==> config.mk <==
export PLATFORM = sky130hd
export DESIGN_NAME = tconv_seq_ctrl
export DESIGN_NICKNAME = d
export VERILOG_FILES = /design/src/rtl/tconv_seq_ctrl.sv
export SDC_FILE = /design/constraint.sdc
export NUM_CORES = 1
export LEC_CHECK = 0
export CAP_MARGIN = 10
export CORE_ASPECT_RATIO = 1.4
export CORE_MARGIN = 2
export CORE_UTILIZATION = 49
export DETAILED_ROUTE_END_ITERATION = 8
export GPL_TIMING_DRIVEN = 1
export PLACE_DENSITY = 0.89
export SYNTH_ARGS = -nofsm -noshare
export SYNTH_HDL_FRONTEND = slang
export SYNTH_SLANG_ARGS = --single-unit
==> constraint.sdc <==
create_clock -name clk1 -period 2.2 [get_ports clk1]
set_clock_uncertainty 0.05 [all_clocks]
set_input_delay 0.44 -clock clk1 [delete_from_list [all_inputs] [get_ports clk1]]
set_output_delay 0.44 -clock clk1 [all_outputs]
set_load 0.05 [all_outputs]
==> src/rtl/tconv_seq_ctrl.sv <==
// Convolution / transposed-convolution pass sequencer.
// Walks (filter, channel) passes: weight load, IFM raster sweep with a one-cycle
// gap between lines, then a pass-advance cycle. All datapath strobes are decoded
// from the registered state and counters, qualified only by the ready input.
module tconv_seq_ctrl #(
    parameter int K      = 4,
    parameter int IFM    = 9,
    parameter int STRIDE = 2,
    parameter int PAD    = 2,
    parameter int CI     = 3,
    parameter int CO     = 4,
    parameter int CW     = 10
) (
    input  logic             clk1,
    input  logic             rst,
    input  logic             start,
    input  logic             cfg_mode,
    input  logic             ready,
    output logic             busy,
    output logic             done,
    output logic             wgt_rd,
    output logic [K*K-1:0]   wgt_sel,
    output logic             ifm_rd,
    output logic             line_clr,
    output logic [K-1:0]     psum_rd,
    output logic [K-1:0]     psum_wr,
    output logic             out_valid,
    output logic [CW-1:0]    cur_filter,
    output logic [CW-1:0]    cur_channel
);
    localparam int KK  = K * K;
    localparam int OUT = (IFM - K) / STRIDE + 1;
    localparam int OFM = (IFM - 1) * STRIDE + K - 2 * PAD;

    typedef enum logic [2:0] {
        S_IDLE,
        S_LOAD_WGT,
        S_COMPUTE,
        S_LINE_GAP,
        S_NEXT_PASS,
        S_DONE
    } state_t;

    state_t        state;
    logic          mode;
    logic [CW-1:0] w_cnt;
    logic [CW-1:0] col_cnt;
    logic [CW-1:0] line_cnt;
    logic [CW-1:0] f_cnt;
    logic [CW-1:0] c_cnt;

    logic last_w, last_col, last_line, last_c, last_f;
    assign last_w    = (w_cnt    == CW'(KK - 1));
    assign last_col  = (col_cnt  == CW'(IFM - 1));
    assign last_line = (line_cnt == CW'(IFM - 1));
    assign last_c    = (c_cnt    == CW'(CI - 1));
    assign last_f    = (f_cnt    == CW'(CO - 1));

    // Pass sequencing FSM with its weight / column / line / channel / filter counters
    always_ff @(posedge clk1) begin
        if (rst) begin
            state    <= S_IDLE;
            mode     <= 1'b0;
            w_cnt    <= '0;
            col_cnt  <= '0;
            line_cnt <= '0;
            f_cnt    <= '0;
            c_cnt    <= '0;
        end else begin
            case (state)
                S_IDLE: begin
                    if (start) begin
                        mode  <= cfg_mode;
                        w_cnt <= '0;
                        state <= S_LOAD_WGT;
                    end
                end
                S_LOAD_WGT: begin
                    if (last_w) begin
                        w_cnt    <= '0;
                        col_cnt  <= '0;
                        line_cnt <= '0;
                        state    <= S_COMPUTE;
                    end else begin
                        w_cnt <= w_cnt + 1'b1;
                    end
                end
                S_COMPUTE: begin
                    // a stalled cycle leaves every counter untouched
                    if (ready) begin
                        if (last_col) begin
                            state <= last_line ? S_NEXT_PASS : S_LINE_GAP;
                        end else begin
                            col_cnt <= col_cnt + 1'b1;
                        end
                    end
                end
                S_LINE_GAP: begin
                    line_cnt <= line_cnt + 1'b1;
                    col_cnt  <= '0;
                    state    <= S_COMPUTE;
                end
                S_NEXT_PASS: begin
                    w_cnt <= '0;
                    if (last_c) begin
                        c_cnt <= '0;
                        if (last_f) begin
                            // final pass: indices already read back as 0 during DONE
                            f_cnt <= '0;
                            state <= S_DONE;
                        end else begin
                            f_cnt <= f_cnt + 1'b1;
                            state <= S_LOAD_WGT;
                        end
                    end else begin
                        c_cnt <= c_cnt + 1'b1;
                        state <= S_LOAD_WGT;
                    end
                end
                S_DONE: begin
                    f_cnt <= '0;
                    c_cnt <= '0;
                    state <= S_IDLE;
                end
                default: state <= S_IDLE;
            endcase
        end
    end

    // Convolution column window: I = K-1 + o*STRIDE for an output column o < OUT
    logic [CW-1:0] col_off;
    logic          conv_col;
    assign col_off  = col_cnt - CW'(K - 1);
    assign conv_col = (col_cnt >= CW'(K - 1)) &&
                      ((col_off % CW'(STRIDE)) == '0) &&
                      ((col_off / CW'(STRIDE)) <= CW'(OUT - 1));

    // Per kernel row: which lines feed a valid output row in each mode
    logic [K-1:0] conv_row;
    logic [K-1:0] tr_row;
    for (genvar gi = 0; gi < K; gi++) begin : g_row
        logic [CW-1:0]        l_off;
        logic signed [CW+1:0] y;
        assign l_off         = line_cnt - CW'(gi);
        assign conv_row[gi]  = (line_cnt >= CW'(gi)) &&
                               ((l_off % CW'(STRIDE)) == '0) &&
                               ((l_off / CW'(STRIDE)) <= CW'(OUT - 1));
        // transposed output row index L*STRIDE + i - PAD, kept signed so top padding goes negative
        assign y             = $signed({2'b00, line_cnt}) * $signed((CW+2)'(STRIDE)) +
                               $signed((CW+2)'(gi)) - $signed((CW+2)'(PAD));
        assign tr_row[gi]    = !y[CW+1] && (y <= $signed((CW+2)'(OFM - 1)));
    end

    logic         in_comp;
    logic [K-1:0] row_en;
    logic         col_en;
    assign in_comp = (state == S_COMPUTE) && ready;
    assign row_en  = mode ? tr_row : conv_row;
    assign col_en  = mode | conv_col;

    assign busy        = (state != S_IDLE);
    assign done        = (state == S_DONE);
    assign wgt_rd      = (state == S_LOAD_WGT);
    assign wgt_sel     = wgt_rd ? (KK'(1) << w_cnt) : '0;
    assign ifm_rd      = in_comp;
    assign line_clr    = (state == S_LINE_GAP) || (state == S_NEXT_PASS);
    assign psum_wr     = (in_comp && col_en) ? row_en : '0;
    // first channel of a pass starts fresh partial sums, so nothing to read back
    assign psum_rd     = (c_cnt != '0) ? psum_wr : '0;
    assign out_valid   = psum_wr[K-1] && last_c;
    assign cur_filter  = f_cnt;
    assign cur_channel = c_cnt;
endmodule

==> out/results.ini <==
[routing]
ant_nets = 0
avgRoutedWirePerCell_um = 18.5
drt_iter0_drc = 326
drc = 0
first_pass_iters = 5

[yosys]
simple_gate_area_share_pct = 33.5
ff_type = dfxtp_1
ys_cells = 452
async_flop_share_pct = 0
synth_flop_count = 54
netlist_area_um2 = 3450
yosysWarnings = 0
edf_count = 0
yosysUniqueCellTypes = 61
ys_sh_xor_pct = 5.84
synth_nets = 470
ys_sh_adder_pct = 4.71
syn_area_per_cell_um2 = 7.64
postSynthCellCount = 452
yosys-stat-area_um2 = 3450
synthAoiAreaFrac_pct = 19.2
logic_family = simple AND/OR/NAND/NOR gates
yosysTopAreaCell = dfxtp_1
ys_seq_share_pct = 31.3
area_leaders = dfxtp_1 31%, nor2_1 7.3%, ha_1 4.7%

[finish]
area_delta_synth_final_pct = 62.4
final_net_count = 596
final_layout_size_suffix_gt1_share_pct = 36.4

[floorplan]
die_h_um = 103
initCoreUtil_pct = 50.1
dieWidth_um = 74.9
coreArea_um2 = 6890
rows = 36
chipArea_um2 = 7740
pin_count = 55

[worst_setup_path]
crit-reg2reg-capture = cur_filter[2]
startpoint = col_cnt[9]
setup.worst_path.class = flop to output port
arrival_ns = 2.27
cp-start-kind = flop
cpMaxStageDelayCell = or4_1
end_kind = output port
crit_path_cell_trace = or4_1 -> nor2_1 -> o2111a_1 -> o21ai_4 -> buf_4 -> nor3b_4 -> buf_12
critical_path.max_stage_delay_ns = 0.54
critPathCapture = psum_rd[3]
cp.required_ns = 1.71
rr_worst_depth = 7
r2r-start = cur_channel[6]
cp_max_fo = 7
regToRegSetupSlack_ns = 0

[pwr]
power_mw = 1.88
power_density_nw_per_um2 = 336
power_leakage_nw = 2.18

[global_route]
first_global_vias = 4159
grt_max_degree = 23
overflow = 0
antenna_found_initial = 0

[final_timing]
fmax_mhz = 362
hold_ws_ns = 0.492
final.min_clock_period_ns = 2.76
worstMarginPinSlew_ns = 0.518
relSlewSlack_pct = 65.4
final_hold_viol_count = 0
slew_viol_final = 0
layout_setup_ws_ns = -0.561
setup_viol_count_final = 25
grt_setup_unrepaired = yes

[cts]
cts_tree = done
postCtsHoldBufs = 0
cts.sinks = 54
cts-root-buf = clkbuf_8
cts_buffers = 5
clk_pin_slew_ns = 0.10
cts_buffer_depth = 2
cts_max_level = 2

[run]
drv_cap = 0
warning_count = 36

[outcome]
violations = setup timing
run_status = complete, but fails checks

[worst_hold_path]
hold_class = flop to flop

[placed_design]
place_hpwl_um = 8030
place.gp.congestion = 0.912
port-buffer-count = 54

-- sequential cells by signal (all words and copies together), names as in the netlist --
register	count
state	3
line_cnt	10
cur_channel	10
mode	1
col_cnt	10
cur_filter	10
w_cnt	10
-- cell families after synthesis --
logic type / Yosys count
AND-OR/OR-AND: 100
AND/OR/NAND/NOR: 219
XOR/XNOR: 23
flip-flops: 54
adder cells (fa/ha/maj): 13
buffers and inverters: 41
multiplexers: 2
-- layout make-up --
class,count,area (um2)
Clock buffer,5,68.8
Timing Repair Buffer,143,1520
Tap cell,95,119
Multi-Input combinational cell,357,2690
Fill cell,372,1290
Inverter,17,66.3
Sequential cell,54,1100
Clock inverter,3,43.8
-- routing by layer --
metal  part of all wire, %  track usage [%]
met5                     0                0
met4                   4.9             17.0
met3                   6.3             6.40
met2                    53             58.0
met1                    35             31.5
-- critical path, delay by kind of cell, from the launching register on --
kind                   cells  cell delay (ns)
AOI/OAI and AO/OA          2             0.38
DFF                        1             0.34
and+or+nand+nor            3             0.88
buffers and inverters      2             0.35
-- Yosys cell counts (all sizes together), types with 12 or more instances --
library cell,count
nor2,67
dfxtp,54
nand2,31
a21oi,26
clkbuf,22
o21ai,22
nor3,21
nand3,18
inv,17
xor2,14
a311oi,13
ha,13
nand2b,12
-- what timing repair did --
item,CTS,global route
pin swaps,14,15
setup buffers,6,6
gates resized,29,37
setup endpoints to repair,29,40
gates cloned,0,0
-- worst min-delay path by stage --
stage,slack [ns],end,from,cells past startpoint
after floorplan,0.41,line_cnt[9],line_cnt[9],1
after global placement,0.45,cur_filter[9],cur_filter[9],2
after detailed placement,0.46,cur_filter[9],cur_filter[9],2
after CTS,0.47,cur_filter[9],cur_filter[9],2
after global routing,0.52,cur_channel[9],cur_channel[9],1
final,0.49,cur_channel[9],cur_channel[9],1
-- power breakdown --
part / internal, mW / total, mW / switching [mW]
clock network: 0.342 / 0.700 / 0.358
registers: 0.980 / 0.993 / 0.0128
logic: 0.0736 / 0.191 / 0.117
total: 1.40 / 1.88 / 0.488
-- cell usage in the layout, fill, tap and decap left out, types with 5 or more instances in the layout --
cell / instances
buf_4: 82
nor2_1: 52
dfxtp_1: 41
nand2_1: 29
buf_12: 27
a21oi_1: 24
clkdlybuf4s50_1: 21
o21ai_0: 17
nand3_1: 16
xor2_1: 14
nor3_1: 13
nor2_4: 13
a311oi_1: 12
nand2b_1: 11
dfxtp_2: 11
inv_1: 10
buf_6: 10
and3_1: 9
xnor2_1: 9
nand4_1: 8
ha_1: 8
inv_2: 6
nor3_4: 6
a211oi_1: 5
and2_1: 5
ha_4: 5
clkbuf_8: 5
-- metrics by stage --
step	TNS [ns]	setup WS [ns]	std cells	utilization (%)	area [um2]
3_3_place_gp	-2.35	-0.305	654	74.4	5130
4_1_cts	-6.71	-0.550	668	78.2	5390
3_5_place_dp	-2.41	-0.302	654	74.4	5130
5_1_grt	-10.39	-0.648	674	81.3	5610
6_report	-8.73	-0.561	674	81.3	5610
2_1_floorplan	-6.42	-0.553	452	-	3780
==> images/congestion_map.png <==
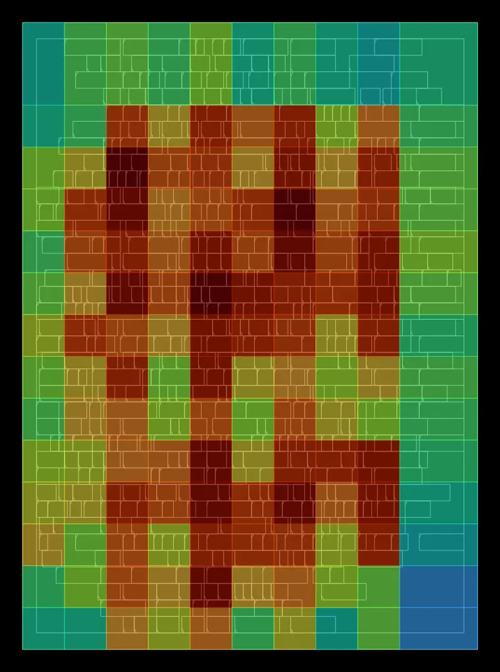
Tot GR Track Use: 31.1%
GR Util met1: 31.5%

==> images/m4.png <==
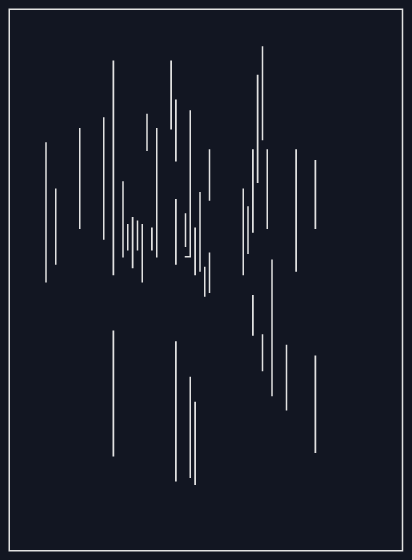
main direction = vertical
share of all routed wire = 4.9%
routed wire length: 12500 um
DR vias: 4180

==> images/m2.png <==
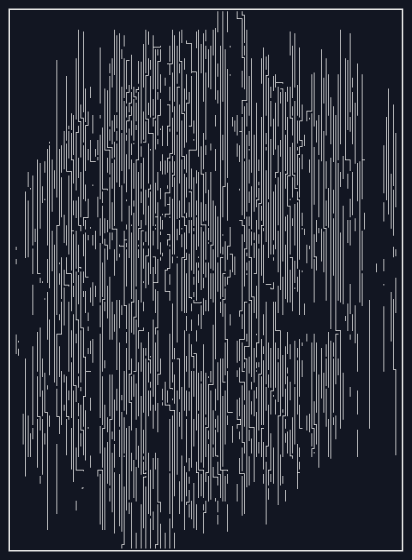
longest straight run = 41.1 um
main direction = vertical
met2 GRT Util: 58.0%

==> images/m3.png <==
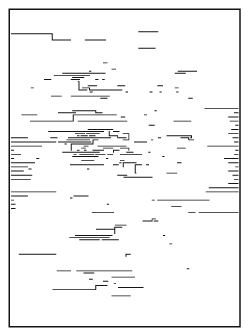
share of all routed wire = 6.3%
longest straight run = 17.9 um
main direction = horizontal
wire length on this layer = 789 um
met3 Use GR: 6.40%

No activity file was given, so power comes from the tool's default toggle rates.
